io_fan.png
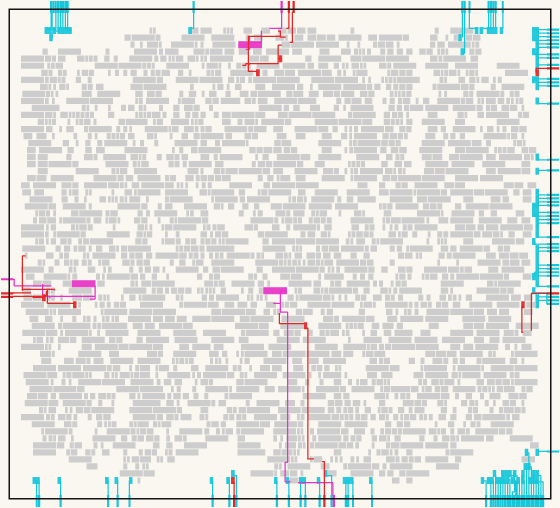
sizes.png
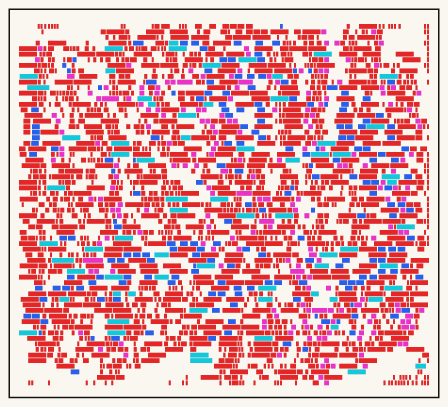
placement_by_type.png
Scale bar: 50 µm.
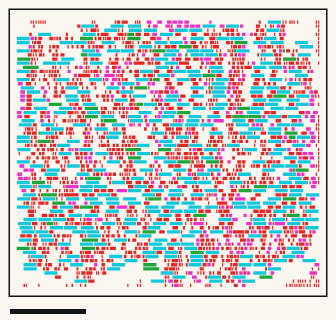
metal_density.png
Scale bar: 50 µm. The die is cut into 21 by 19 equal tiles; dark purple is low, yellow is high, scaled to the fullest tile. Values are wire area over tile area, all layers added.
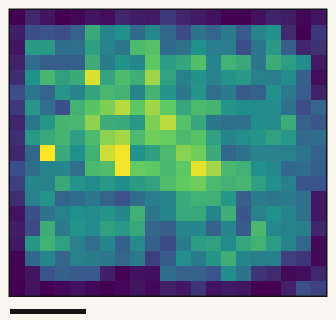
congestion.png
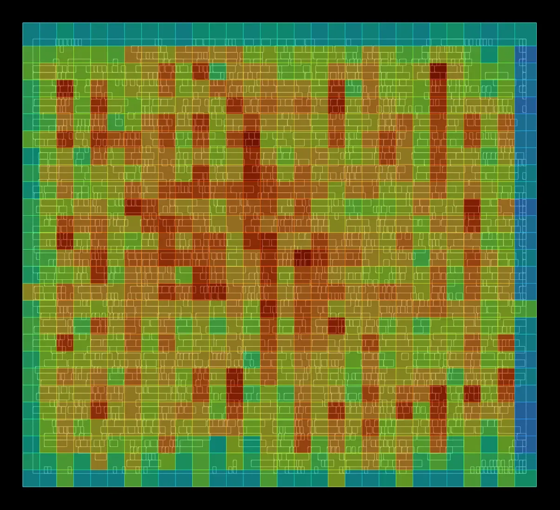
<file path="src/rtl/cnc_pkg.sv">
// Shared definitions for the multi-axis stepper pulse generator.
// Holds register offsets, CTRL bit positions, the axis state encoding and LED constants.
// No logic; imported by cnc_axis_gen and cnc_step_gen.
package cnc_pkg;

    // Register offsets within an axis window (address bits [3:2])
    localparam logic [1:0] REG_PERIOD  = 2'd0;
    localparam logic [1:0] REG_STEPS   = 2'd1;
    localparam logic [1:0] REG_CTRL    = 2'd2;
    localparam logic [1:0] REG_CLRDONE = 2'd3;

    // CTRL register bits
    localparam int CTRL_EN_BIT    = 0;
    localparam int CTRL_DIR_BIT   = 1;
    localparam int CTRL_ABORT_BIT = 2;

    // CLRDONE data bit that redirects the mask to the position counters
    localparam int CLR_POS_BIT = 31;

    // Axis sequencer states
    typedef enum logic [1:0] {
        IDLE  = 2'd0,
        SETUP = 2'd1,
        HIGH  = 2'd2,
        LOW   = 2'd3
    } axis_state_t;

    // LEDs are active-low: all dark when nothing is busy or done
    localparam logic [7:0] LED_IDLE = 8'hFF;

endpackage

</file>
<file path="src/rtl/cnc_axis_gen.sv">
// One stepper axis: DIR setup guard, then STEP pulses of PERIOD high / PERIOD low for STEPS pulses.
// Latency: STEPS commit -> DIR updated next cycle, first STEP rise DIR_SETUP cycles after that.
// Backpressure: none; register writes are accepted every cycle, later writes override earlier ones.
// Ports: LClk/rst; wr_period/wr_steps/wr_ctrl/clr_done strobes with shared wdata;
//        step/dir/enb/busy/done outputs. With CNC_POSITION_EN defined, clr_pos in and signed pos out.
module cnc_axis_gen
    import cnc_pkg::*;
#(
    parameter int CNT_W     = 32,
    parameter int DIR_SETUP = 4
) (
    input  logic             LClk,
    input  logic             rst,
    input  logic             wr_period,
    input  logic             wr_steps,
    input  logic             wr_ctrl,
    input  logic             clr_done,
`ifdef CNC_POSITION_EN
    input  logic             clr_pos,
    output logic [CNT_W-1:0] pos,
`endif
    input  logic [CNT_W-1:0] wdata,
    output logic             step,
    output logic             dir,
    output logic             enb,
    output logic             busy,
    output logic             done
);

    localparam int                 SETUP_W    = $clog2(DIR_SETUP + 2);
    localparam logic [SETUP_W-1:0] SETUP_LOAD = SETUP_W'(DIR_SETUP);

    axis_state_t        state, state_d;
    logic [SETUP_W-1:0] setup_cnt;
    logic [CNT_W-1:0]   hp_cnt;
    logic [CNT_W-1:0]   remaining;
    logic [CNT_W-1:0]   period_reg;
    logic [CNT_W-1:0]   period_eff;
    logic [CNT_W-1:0]   rem_eff;
    logic               enable_reg;
    logic               dir_reg;
    logic               stop_req;
    logic               load_setup;
    logic               load_hp;
    logic               dec_rem;
    logic               set_done;

    // A zero half-period would stall the counter; run it as one cycle instead
    assign period_eff = (period_reg == '0) ? CNT_W'(1) : period_reg;

    // Clearing enable or pulsing abort stops motion without flagging completion
    assign stop_req = wr_ctrl && (!wdata[CTRL_EN_BIT] || wdata[CTRL_ABORT_BIT]);

    // A STEPS write landing on the terminal cycle takes priority over the old count
    assign rem_eff = wr_steps ? wdata : remaining;

    assign busy = (state != IDLE);
    assign enb  = enable_reg;

    always_ff @(posedge LClk or negedge rst) begin
        if (!rst) begin
            state <= IDLE;
        end else begin
            state <= state_d;
        end
    end

    always_comb begin
        state_d    = state;
        load_setup = 1'b0;
        load_hp    = 1'b0;
        dec_rem    = 1'b0;
        set_done   = 1'b0;
        case (state)
            IDLE: begin
                if (wr_steps) begin
                    if (wdata == '0) begin
                        set_done = 1'b1;
                    end else if (enable_reg) begin
                        state_d    = SETUP;
                        load_setup = 1'b1;
                    end
                end
            end
            SETUP: begin
                if (stop_req) begin
                    state_d = IDLE;
                end else if (setup_cnt <= SETUP_W'(1)) begin
                    if (rem_eff != '0) begin
                        state_d = HIGH;
                        load_hp = 1'b1;
                    end else begin
                        state_d  = IDLE;
                        set_done = 1'b1;
                    end
                end
            end
            HIGH: begin
                if (stop_req) begin
                    state_d = IDLE;
                end else if (hp_cnt <= CNT_W'(1)) begin
                    state_d = LOW;
                    load_hp = 1'b1;
                    dec_rem = 1'b1;
                end
            end
            LOW: begin
                if (stop_req) begin
                    state_d = IDLE;
                end else if (hp_cnt <= CNT_W'(1)) begin
                    if (rem_eff != '0) begin
                        state_d = HIGH;
                        load_hp = 1'b1;
                    end else begin
                        state_d  = IDLE;
                        set_done = 1'b1;
                    end
                end
            end
            default: begin
                state_d = IDLE;
            end
        endcase
    end

    always_ff @(posedge LClk or negedge rst) begin
        if (!rst) begin
            period_reg <= '0;
            enable_reg <= 1'b0;
            dir_reg    <= 1'b0;
            setup_cnt  <= '0;
            hp_cnt     <= '0;
            remaining  <= '0;
            dir        <= 1'b0;
            step       <= 1'b0;
            done       <= 1'b0;
        end else begin
            if (wr_period) begin
                period_reg <= wdata;
            end
            // dir_reg is only staged here; dir itself follows it at the next start
            if (wr_ctrl) begin
                enable_reg <= wdata[CTRL_EN_BIT];
                dir_reg    <= wdata[CTRL_DIR_BIT];
            end

            if (load_setup) begin
                setup_cnt <= SETUP_LOAD;
            end else if ((state == SETUP) && (setup_cnt != '0)) begin
                setup_cnt <= setup_cnt - SETUP_W'(1);
            end

            // period_reg is sampled only on reload, so mid-motion writes apply at the next half-period
            if (load_hp) begin
                hp_cnt <= period_eff;
            end else if (((state == HIGH) || (state == LOW)) && (hp_cnt != '0)) begin
                hp_cnt <= hp_cnt - CNT_W'(1);
            end

            if (wr_steps) begin
                remaining <= wdata;
            end else if (dec_rem && (remaining != '0)) begin
                remaining <= remaining - CNT_W'(1);
            end

            if (load_setup) begin
                dir <= dir_reg;
            end

            step <= (state_d == HIGH);

            if (clr_done) begin
                done <= 1'b0;
            end else if (set_done) begin
                done <= 1'b1;
            end else if (wr_steps) begin
                done <= 1'b0;
            end
        end
    end

`ifdef CNC_POSITION_EN
    localparam logic [CNT_W-1:0] POS_MAX = {1'b0, {(CNT_W-1){1'b1}}};
    localparam logic [CNT_W-1:0] POS_MIN = {1'b1, {(CNT_W-1){1'b0}}};

    // Counts on each STEP rising edge; saturates at the signed limits
    always_ff @(posedge LClk or negedge rst) begin
        if (!rst) begin
            pos <= '0;
        end else if (clr_pos) begin
            pos <= '0;
        end else if ((state != HIGH) && (state_d == HIGH)) begin
            if (dir) begin
                if (pos != POS_MAX) begin
                    pos <= pos + CNT_W'(1);
                end
            end else begin
                if (pos != POS_MIN) begin
                    pos <= pos - CNT_W'(1);
                end
            end
        end
    end
`endif

endmodule

</file>
<file path="src/rtl/cnc_step_gen.sv">
// Multi-axis stepper pulse generator behind a write-only local-bus register window.
// Latency: a write commits the cycle after LWR rises; axis registers update on the following edge.
// Backpressure: none; every completed bus write commits exactly once, invalid axis writes are dropped.
// Ports: LClk, rst (async active-low), ADS/LWR (active-low strobes), LAD address/data;
//        per-axis step_o/dir_o/enb_o/busy_o/done_o; LEDS active-low {busy[3:0],done[3:0]};
//        pos_o per-axis signed positions when CNC_POSITION_EN is defined, otherwise driven 0.
module cnc_step_gen
    import cnc_pkg::*;
#(
    parameter int N_AXES    = 3,
    parameter int CNT_W     = 32,
    parameter int DIR_SETUP = 4
) (
    input  logic                    LClk,
    input  logic                    rst,
    input  logic                    ADS,
    input  logic                    LWR,
    input  logic [31:0]             LAD,
    output logic [N_AXES-1:0]       step_o,
    output logic [N_AXES-1:0]       dir_o,
    output logic [N_AXES-1:0]       enb_o,
    output logic [N_AXES-1:0]       busy_o,
    output logic [N_AXES-1:0]       done_o,
    output logic [7:0]              LEDS,
    output logic [N_AXES*CNT_W-1:0] pos_o
);

    // Only the decoded address bits are kept
    logic [6:2]       addr_q;
    logic [31:0]      data_q;
    logic             wr_pend;
    logic             commit;
    logic             axis_ok;
    logic             wr_period;
    logic             wr_steps;
    logic             wr_ctrl;
    logic             wr_clrdone;
    logic             done_clear;
    logic [CNT_W-1:0] wdata;
    logic [3:0]       led_busy;
    logic [3:0]       led_done;

    always_ff @(posedge LClk or negedge rst) begin
        if (!rst) begin
            addr_q  <= '0;
            data_q  <= '0;
            wr_pend <= 1'b0;
            commit  <= 1'b0;
        end else begin
            if (!ADS) begin
                addr_q <= LAD[6:2];
            end
            if (!LWR) begin
                data_q  <= LAD;
                wr_pend <= 1'b1;
            end else if (wr_pend) begin
                wr_pend <= 1'b0;
            end
            // One pulse per write, raised once the strobe has gone away
            commit <= LWR && wr_pend;
        end
    end

    assign axis_ok    = commit && (32'(addr_q[6:4]) < 32'(N_AXES));
    assign wr_period  = axis_ok && (addr_q[3:2] == REG_PERIOD);
    assign wr_steps   = axis_ok && (addr_q[3:2] == REG_STEPS);
    assign wr_ctrl    = axis_ok && (addr_q[3:2] == REG_CTRL);
    assign wr_clrdone = axis_ok && (addr_q[3:2] == REG_CLRDONE);
    assign wdata      = CNT_W'(data_q);

`ifdef CNC_POSITION_EN
    logic pos_clear;
    assign pos_clear  = wr_clrdone && data_q[CLR_POS_BIT];
    assign done_clear = wr_clrdone && !data_q[CLR_POS_BIT];
`else
    assign done_clear = wr_clrdone;
    assign pos_o      = '0;
`endif

    for (genvar g = 0; g < N_AXES; g++) begin : g_axis
        logic hit;
        // CLRDONE is mask-driven across all axes; the others target one axis
        assign hit = (addr_q[6:4] == 3'(g));

        cnc_axis_gen #(
            .CNT_W     (CNT_W),
            .DIR_SETUP (DIR_SETUP)
        ) u_axis (
            .LClk      (LClk),
            .rst       (rst),
            .wr_period (wr_period && hit),
            .wr_steps  (wr_steps && hit),
            .wr_ctrl   (wr_ctrl && hit),
            .clr_done  (done_clear && data_q[g]),
`ifdef CNC_POSITION_EN
            .clr_pos   (pos_clear && data_q[g]),
            .pos       (pos_o[g*CNT_W +: CNT_W]),
`endif
            .wdata     (wdata),
            .step      (step_o[g]),
            .dir       (dir_o[g]),
            .enb       (enb_o[g]),
            .busy      (busy_o[g]),
            .done      (done_o[g])
        );
    end

    // LED nibbles cover axes 0..3; absent axes read as inactive
    for (genvar l = 0; l < 4; l++) begin : g_led
        if (l < N_AXES) begin : g_used
            assign led_busy[l] = busy_o[l];
            assign led_done[l] = done_o[l];
        end else begin : g_unused
            assign led_busy[l] = 1'b0;
            assign led_done[l] = 1'b0;
        end
    end

    assign LEDS = LED_IDLE ^ {led_busy, led_done};

endmodule

</file>
<file path="config.mk">
export PLATFORM = sky130hd
export DESIGN_NAME = cnc_step_gen
export DESIGN_NICKNAME = d
export VERILOG_FILES = /design/src/rtl/cnc_pkg.sv /design/src/rtl/cnc_axis_gen.sv /design/src/rtl/cnc_step_gen.sv
export SDC_FILE = /design/constraint.sdc
export NUM_CORES = 1
export LEC_CHECK = 0
export CAP_MARGIN = 20
export CORE_ASPECT_RATIO = 0.9
export CORE_MARGIN = 4
export CORE_UTILIZATION = 53
export DETAILED_ROUTE_END_ITERATION = 8
export PLACE_DENSITY_LB_ADDON = 0.05
export SKIP_CTS_REPAIR_TIMING = 1
export SYNTH_ARGS = -nofsm -noshare
export SYNTH_HDL_FRONTEND = slang
export SYNTH_SLANG_ARGS = --single-unit
</file>
<file path="constraint.sdc">
create_clock -name LClk -period 2.9 [get_ports LClk]
set_input_delay 0.435 -clock LClk [delete_from_list [all_inputs] [get_ports LClk]]
set_output_delay 0.435 -clock LClk [all_outputs]
set_load 0.05 [all_outputs]
</file>
==> job_summary.md <==
## Synthesis and layout report

| Metric | Value |
|---|---|
| Outcome | `finished, violations left` |
| Violated checks | `negative setup slack` |
| Worst path cell trace | `or4_4, or4_4, or2_4, or4_4, or4_4, xor2_1, o21ai_1` |
| Most area-hungry cell type in the Yosys netlist | `sky130_fd_sc_hd__dfrtp_1` |
| Power share of the sequential group | `between 30 and 40%` |
| Critical Path Sink Type | `register` |
| Beginning of the worst hold path | `wr_pend` |
| Element type at the critical path start | `register` |
| Power Sequential | `around 0.0076 W` |
| Global Route Usage Sum | `between 20% and 30%` |
| Wire length of the first global-routing pass | `83500 µm` |
| Most numerous logic cells after layout | `sky130_fd_sc_hd__dfrtp_1 (357), sky130_fd_sc_hd__nand2_1 (248), sky130_fd_sc_hd__buf_4 (190)` |
| Smallest setup slack after layout | `-39.5 ps` |
| Count of pins over their slew limit | `0` |
| Global-route congestion overflow total | `0` |
| CTS tree | `done` |
| Async set or reset register ratio after synthesis | `100%` |
| Shortest period the worst path allows | `around 3000 ps` |
| Post-synthesis compound-gate area fraction | `11.2%` |
| Placer's final routability congestion estimate | `0.883` |
| Maximum clock insertion buffer count | `3` |
| Average wire length per cell after detail routing | `around 20 µm` |
| Final Skew | `17.1 ps` |
| Die height | `approximately 190 µm` |
| DRC Markers | `0` |
| Number of placement rows | `65` |
| Number of nets in the layout | `2254` |
| Worst R2R Setup Slack | `-40 ps` |
| Power share of the clock group | `26.4%` |
| Highest metal used | `met4` |
| Worst setup path category | `register to register` |
| Number of synthesized register bits | `357` |
| Stages on worst setup path | `7` |
| Number of antenna violations at the first check in global routing | `1` |
| Yosys cell count | `2000` |
| FILL cells | `2935` |
| First drt pass iteration count | `5` |
| Worst slew margin | `between 40% and 50%` |
| Number of DRC markers in iteration 0 | `1245` |
| Clock input transition at the sequential cells of the worst setup and hold paths | `60 ps` |
| Peak VDD IR | `669 µV` |
| Max frequency | `340 MHz` |
| Simple share | `19.9%` |
| Total standard cell area after synthesis | `19300 µm²` |
| Number of synthesized flops with an enable pin | `0` |
| Sequential cell area fraction in the yosys report | `between 40% and 50%` |
| Count of cell types in the netlist | `between 70 and 80` |
| Detail Route met3 WL | `3720 µm` |
| Cell with the largest stage delay on the worst path | `sky130_fd_sc_hd__or4_4` |
| Cells after synthesis | `2000` |
| Clock root cell | `sky130_fd_sc_hd__clkbuf_16` |
| Biggest area cells | `sky130_fd_sc_hd__dfrtp_1 (46%), sky130_fd_sc_hd__mux2_2 (8.5%), sky130_fd_sc_hd__nand2_1 (4.8%)` |
| Crit path max-delay family | `simple AND/OR/NAND/NOR gates` |
| Worst-margin pin slew | `894 ps` |
| # port buffers | `~56` |
| Area inside the core boundary | `35500 µm²` |
| Area share of the largest cell type after synthesis | `46.4%` |
| Combinational family with the most area after synthesis | `simple AND/OR/NAND/NOR gates` |
| NetSw | `between 0.006 and 0.007 W` |
| Overall routed net length | `approximately 54000 µm` |
| DR WL met2 | `25000 µm` |
| Sw frac | `a little over a third` |
| Number of antenna-violating nets in the routed design | `0` |
| Yosys synthesis chip area | `roughly 19000 µm²` |
| Clock latency on the worst-skew pair | `approximately 540 ps` |
| Adder-Cell Fraction of Synth Area | `between 1 and 1.5%` |
| XOR/XNOR Area Share | `5.46%` |
| Log Warnings | `34` |
| Part of the total power dissipated in combinational logic | `between 30% and 40%` |
| Largest stage delay, worst path | `540 ps` |
| Setup repair after global routing missed its margin | `yes` |
| Buffer-and-inverter tally for the worst setup path | `0` |
| Combinational Area | `9560 µm²` |
| Critical Path Most Common Cell | `sky130_fd_sc_hd__or4_4` |
| Group drawing the most power | `sequential cells` |
| Leak Pwr | `9.86 nW` |
| Maximum number of pins on one net before global-route repair | `about 70` |
| Drt via density | `5.80` |
| Setup Viol. Count Final | `2` |
| CP arrival | `around 3400 ps` |
| Sinks on the clock net | `357` |
| Worst flop-to-flop path startpoint | `g_axis[0].u_axis.hp_cnt[24]` |
| Type of the most critical hold path | `register to register` |
## Picture notes: io_fan.png
Cyan shows `pos_o`, bits 96, direction output, end cells 96, buffers 0, wire 662 µm. Magenta shows `enb_o`, bits 3, direction output, end cells 3, buffers 3, wire 181 µm. Red shows `LEDS`, bits 8, direction output, end cells 8, buffers 6, wire 279 µm.

## Picture notes: sizes.png
Cyan shows _6 and larger, cells 68, share 3.1%. Blue shows _2 cells, cells 195, share 8.8%. Red shows _0 and _1 cells, cells 1755, share 79%. Magenta shows _3 and _4 cells, cells 206, share 9.3%.

## Picture notes: placement_by_type.png
Red shows combinational and other logic, cells 1538, share of their area 44%. Green shows clock drivers and dummy loads, cells 65, share of their area 5.9%. Cyan shows sequential cells, cells 357, share of their area 40%. Magenta shows remaining buffers and delay cells, cells 264, share of their area 10%.

## Picture notes: metal_density.png
The mean over all tiles is 0.22. 35% of the tiles are over half the peak. The densest ninth of the die: center. 4.3% of the tiles are nearly empty.

## Picture notes: congestion.png
most congested layer reported by global routing: met2
fraction of met2 tracks used by global routing: 41.7%
met1 Track Usage GR: 37.8%

==> kinds of logic (layout without fill, tap and decap cells) <==
group | count (synthesis) | after routing
other cells | 2 | 99
flops | 357 | 357
compound gates | 350 | 350
fa+ha+maj | 18 | 18
mux | 151 | 151
buf+inv | 243 | 371
simple gates | 759 | 759
xor+xnor | 120 | 120
==> worst max path at each step <==
stage | startpoint | end
6_report | g_axis[0].u_axis.hp_cnt[24] | g_axis[0].u_axis.remaining[4]
5_1_grt | g_axis[0].u_axis.hp_cnt[24] | g_axis[0].u_axis.remaining[4]
4_1_cts | g_axis[2].u_axis.hp_cnt[10] | g_axis[2].u_axis.remaining[17]
3_5_place_dp | g_axis[2].u_axis.hp_cnt[10] | g_axis[2].u_axis.hp_cnt[13]
3_3_place_gp | g_axis[0].u_axis.hp_cnt[24] | g_axis[0].u_axis.remaining[7]
2_1_floorplan | g_axis[0].u_axis.hp_cnt[24] | g_axis[0].u_axis.remaining[4]
==> layout make-up <==
| type | instances | area share, % |
|---|---|---|
| clock buffers | 57 | 5.03 |
| clock inverters | 8 | 0.724 |
| multi-input cells | 1496 | 41.9 |
| inverters | 42 | 0.691 |
| well taps | 469 | 2.57 |
| repair buffers | 264 | 9.89 |
| flip-flops and latches | 357 | 39.2 |
| diodes | 1 | 0.0110 |
==> stage by stage <==
step	setup WS [ps]	utilization [%]	power (W)	setup TNS [ps]	area [µm²]
after global routing	-157	64.3	0.0206	-1020	22800
final	-39.5	64.3	0.0195	-46.3	22800
after global placement	-78.3	59.7	0.0139	-1200	21200
after CTS	-201	63.3	0.0193	-7230	22500
after detailed placement	-167	59.7	0.0141	-5130	21200
after floorplan	-52.6	-	0.0117	-63.9	19600
==> synthesized netlist by cell type (6+ instances only) <==
cell type	n
sky130_fd_sc_hd__xor2_1	39
sky130_fd_sc_hd__a21oi_1	50
sky130_fd_sc_hd__nor3b_1	7
sky130_fd_sc_hd__clkbuf_1	72
sky130_fd_sc_hd__nor3_1	83
sky130_fd_sc_hd__mux2i_1	6
sky130_fd_sc_hd__xnor2_1	81
sky130_fd_sc_hd__ha_1	18
sky130_fd_sc_hd__buf_1	9
sky130_fd_sc_hd__or3_1	30
sky130_fd_sc_hd__o211ai_1	10
sky130_fd_sc_hd__nand3_1	32
sky130_fd_sc_hd__buf_4	117
sky130_fd_sc_hd__a21o_1	6
sky130_fd_sc_hd__o22ai_1	8
sky130_fd_sc_hd__nand3b_1	7
sky130_fd_sc_hd__nor2b_1	8
sky130_fd_sc_hd__a311oi_1	10
sky130_fd_sc_hd__nand4b_1	7
sky130_fd_sc_hd__mux2_2	145
sky130_fd_sc_hd__inv_1	42
sky130_fd_sc_hd__nand2_1	248
sky130_fd_sc_hd__dfrtp_1	357
sky130_fd_sc_hd__nor2_1	131
sky130_fd_sc_hd__a221o_1	8
sky130_fd_sc_hd__nand4_1	22
sky130_fd_sc_hd__or2_2	11
sky130_fd_sc_hd__a31oi_1	15
sky130_fd_sc_hd__o21ai_0	165
sky130_fd_sc_hd__or4_1	26
sky130_fd_sc_hd__nor4_1	94
sky130_fd_sc_hd__a211oi_1	29
sky130_fd_sc_hd__nand2b_1	16
Power is estimated from default activity; no workload was simulated.
